### The metal 1 layer

The bar under the picture is 20 um long. Supply wires on this layer in grey.
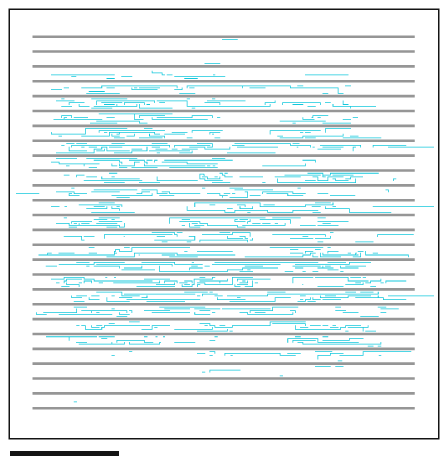
### Met2 routing

Cells faint in the background.
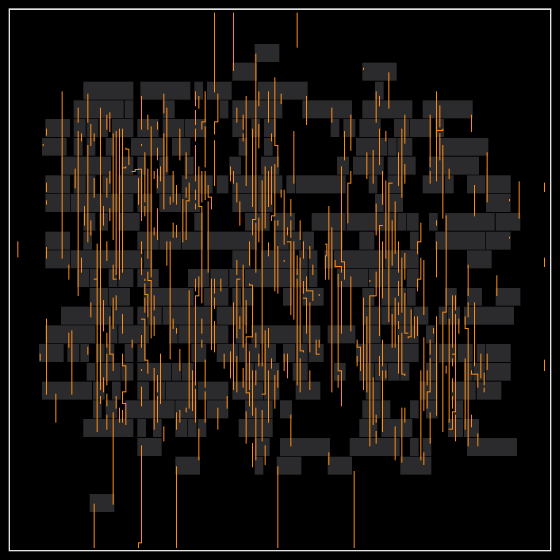
**src/rtl/seq_pkg.sv**
```systemverilog
// seq_pkg: shared state encoding and default test pattern for seq_generator
package seq_pkg;
   typedef enum logic [1:0] {IDLE, SHIFT, GAP, DONE} state_t;
   localparam logic [4:0] DEFAULT_PATTERN = 5'b10110;
   localparam int DEFAULT_LENGTH = 5;
endpackage

```
**src/rtl/seq_generator.sv**
```systemverilog
// seq_generator: serialises a latched pattern MSB-first, with optional gapped repeats
//   clock, reset        : rising-edge clock, synchronous active-high reset
//   start, abort        : begin a transmission (IDLE only) / terminate any transmission
//   pattern, length     : bits to send and how many (bit length-1 goes first)
//   repeat_count        : number of transmissions, 0 behaves as 1
//   x, x_valid          : serial bit and its qualifier (x forced 0 when not valid)
//   busy, done, err     : not-IDLE flag, end-of-job pulse, rejected-start pulse
module seq_generator
   import seq_pkg::*;
#(
   parameter int MAX_LEN    = 8,
   parameter int GAP_CYCLES = 1
) (
   input  logic               clock,
   input  logic               reset,
   input  logic               start,
   input  logic               abort,
   input  logic [MAX_LEN-1:0] pattern,
   input  logic [4:0]         length,
   input  logic [3:0]         repeat_count,
   output logic               x,
   output logic               x_valid,
   output logic               busy,
   output logic               done,
   output logic               err
);
   state_t state, state_n;
   logic [MAX_LEN-1:0] pat_q, pat_n, src, shifted;
   logic [4:0] len_q, len_n, bit_q, bit_n;
   logic [3:0] rep_q, rep_n, gap_q, gap_n;
   logic x_n, x_valid_n, busy_n, done_n, err_n, len_ok;
   assign len_ok = length != 5'd0 && length <= 5'(MAX_LEN);
   always_ff @(posedge clock) begin
      if (reset) begin
         state   <= IDLE;
         pat_q   <= '0;
         len_q   <= '0;
         rep_q   <= '0;
         bit_q   <= '0;
         gap_q   <= '0;
         x       <= 1'b0;
         x_valid <= 1'b0;
         busy    <= 1'b0;
         done    <= 1'b0;
         err     <= 1'b0;
      end else begin
         state   <= state_n;
         pat_q   <= pat_n;
         len_q   <= len_n;
         rep_q   <= rep_n;
         bit_q   <= bit_n;
         gap_q   <= gap_n;
         x       <= x_n;
         x_valid <= x_valid_n;
         busy    <= busy_n;
         done    <= done_n;
         err     <= err_n;
      end
   end
   // bit_q is the index of the bit currently on x; outputs are computed
   // from the next state so they appear registered with the state change
   always_comb begin
      state_n = state;
      pat_n   = pat_q;
      len_n   = len_q;
      rep_n   = rep_q;
      bit_n   = bit_q;
      gap_n   = gap_q;
      src     = pat_q;
      err_n   = 1'b0;
      case (state)
         IDLE: if (start && !abort) begin
            if (len_ok) begin
               state_n = SHIFT;
               pat_n   = pattern;
               len_n   = length;
               rep_n   = repeat_count == 4'd0 ? 4'd1 : repeat_count;
               bit_n   = length - 5'd1;
               src     = pattern;
            end else err_n = 1'b1;
         end
         SHIFT: if (bit_q == 5'd0) begin
            if (rep_q > 4'd1) begin
               state_n = GAP;
               rep_n   = rep_q - 4'd1;
               gap_n   = 4'(GAP_CYCLES - 1);
            end else state_n = DONE;
         end else bit_n = bit_q - 5'd1;
         GAP: if (gap_q == 4'd0) begin
            state_n = SHIFT;
            bit_n   = len_q - 5'd1;
         end else gap_n = gap_q - 4'd1;
         default: state_n = IDLE;
      endcase
      if (abort && state != IDLE) state_n = IDLE;
      shifted   = src >> bit_n;
      x_valid_n = state_n == SHIFT;
      x_n       = x_valid_n & shifted[0];
      busy_n    = state_n != IDLE;
      done_n    = state_n == DONE;
   end
endmodule
```
**config.mk**
```make
export PLATFORM = sky130hd
export DESIGN_NAME = seq_generator
export DESIGN_NICKNAME = d
export VERILOG_FILES = /design/src/rtl/seq_pkg.sv /design/src/rtl/seq_generator.sv
export SDC_FILE = /design/constraint.sdc
export NUM_CORES = 1
export LEC_CHECK = 0
export CORE_MARGIN = 4
export CORE_UTILIZATION = 40
export DETAILED_ROUTE_END_ITERATION = 12
export GPL_ROUTABILITY_DRIVEN = 0
export PLACE_DENSITY = 0.68
export RECOVER_POWER = 25
export SLEW_MARGIN = 20
export SYNTH_ARGS = -nofsm -noshare
export SYNTH_HDL_FRONTEND = slang
export SYNTH_SLANG_ARGS = --single-unit
```
**constraint.sdc**
```tcl
create_clock -name clock -period 3.8 [get_ports clock]
set_input_delay 0.38 -clock clock [delete_from_list [all_inputs] [get_ports clock]]
set_output_delay 0.38 -clock clock [all_outputs]
set_load 0.1 [all_outputs]
```
==> flow_metrics.tcl <==
# yosys + openroad results
set metrics [dict create \
    grt_pass1_wl_mm 7.70 \
    maxPowerGroup "sequential cells" \
    cts_setup_buffers 0 \
    dr_wl_met2_mm 1.99 \
    ys_sh_adder_pct 5.57 \
    cpPeakStageDelay_ns 0.50 \
    m1WireLength_mm 2.23 \
    async_reset_ff_share_pct 0 \
    numSynthFlops 33 \
    rsz0062_at_grt "no" \
    arrival_ns 3.08 \
    p_comb_share_pct 18.6 \
    slowest_stage "clkdlybuf4s50_1" \
    holdPathEnd "pat_q[5]" \
    r2r_cells 9 \
    cp-start-kind "input pin" \
    tightest_slew_ns 0.975 \
    largest_area_cell "dfxtp_1" \
    drcViolationCount 0 \
    period_minus_slack_ns 2.85 \
    die_h_um 78.3 \
    use_met3_pct 3.90 \
    common_cells "37 x nand2_1, 33 x dfxtp_1, 23 x nor2_1, 21 x a21oi_1, 12 x inv_1" \
    worstSetupStartpoint "length[0]" \
    p_sw_share_pct 29.4 \
    r2r_slack_ns 1.01 \
    compound_area_share_pct 21.1 \
    synth_cells 246 \
    place_area_um2 2280 \
    fmax_ghz 0.350 \
    finalCritPeriodShare_pct 75.1 \
    critPathBufInv 2 \
    clkPwrFrac_pct 34.2 \
    finClkSkew_ns 0.00280 \
    drt_first_pass_iters 4 \
    syn-cell-area_um2 1980 \
    chipArea_um2 6130 \
    routed.top_layer "met4" \
    yosys.area_share.simple_pct 29.9 \
    path_cells "clkdlybuf4s50_1 -> inv_1 -> ha_1 -> nor2b_2 -> mux2_1 -> nand2_1 -> or4b_1 -> o211ai_1 -> or4_1 -> a21oi_2" \
    postCtsHoldBufs 0 \
    lay_top_cells "37 x nand2_1, 33 x dfxtp_1, 23 x nor2_1, 21 x a21oi_1, 21 x clkdlybuf4s50_1" \
    power.share.sequential_pct 47.2 \
    layout-drive-gt1-share_pct 7.04 \
    htreeDepth 2 \
    hold_path_class "reg2reg" \
    cts_sinks 33 \
    cts.clk_slew.worst_paths_ns 0.07 \
    topCellsByArea "dfxtp_1 33%, nand2_1 7.0%, a21oi_1 5.3%, ha_1 5.1%, nor2_1 4.4%" \
    yosys_warnings 0 \
    worstSetupPathType "in2reg" \
    log.warning_count 29 \
    rows 25 \
    power_switching_w 0.000226 \
    drtIter0Drc 71 \
    antennaDiodeCount 0 \
    grt_util_met1_pct 20.0 \
    synthXorXnorAreaFrac_pct 3.54 \
    clockBufferDepth 2 \
    cts_root_buffer "clkbuf_8" \
    power_w 0.000770 \
    hold_viol_final 0 \
    grt_antenna_before_repair 0 \
    avgSynthCellArea_um2 8.04 \
    wl_met3_um 177 \
    status "complete, no violations" \
    drv_cap 0 \
    synth-edff-count 0 \
    logic_family "simple AND/OR/NAND/NOR gates" \
    synthFlopType "dfxtp_1" \
    ys_cells 246 \
    fin_util_pct 49.4 \
    cp_top_family "simple AND/OR/NAND/NOR gates" \
    ios 26 \
    ys_area_um2 1980 \
    synth_cell_type_count 56 \
    post_cts_resized 0 \
    grt-ovfl-total 0 \
    syn_to_final_growth_pct 18.7 \
    p_comb_w 0.000143 \
    grt_max_degree 29 \
    top_cell "nand2_1" \
    dp_hpwl_mm 3.25 \
    core_um2 4750 \
    cts_tree "done" \
    vdd_drop_max_mv 0.199 \
    end_kind "register" \
    intPower_w 0.000544 \
    die-width_um 78.3 \
    first_global_vias 1752 \
    r2r-end "x" \
    portBuffers 25 \
]
Notes on 'The metal 1 layer' above:
nets with wire on the layer	262
main direction	horizontal
wire length on this layer	2230 um

Notes on 'Met2 routing' above:
longest straight run	40.8 um
share of all routed wire	44%
main direction	vertical
routed wire length: 4.50 mm
Via Count: 1777
GR Util met2: 24.9%

cell type report:
type / count / area, um2
multi-input combinational: 191 / 1220
tap: 67 / 83.8
clock buffer: 6 / 72.6
timing repair buffer: 26 / 258
sequential: 33 / 661
inverter: 12 / 45.0
fill: 489 / 2410
clock inverter: 2 / 10.0
per-stage QoR:
stage,setup slack (ns),instances,hold slack (ns)
floorplan,1.50,246,0.431
global placement,0.743,329,0.442
detailed placement,0.685,329,0.444
CTS,0.977,337,0.454
global route,0.712,337,0.491
finish,0.947,337,0.454
flip-flops by register name, summed over array words and instances (netlist names):
signal and flops:
pat_q 8, bit_q 5, len_q 5, gap_q 4, rep_q 4, state 2
busy 1, done 1, err 1, x 1, x_valid 1
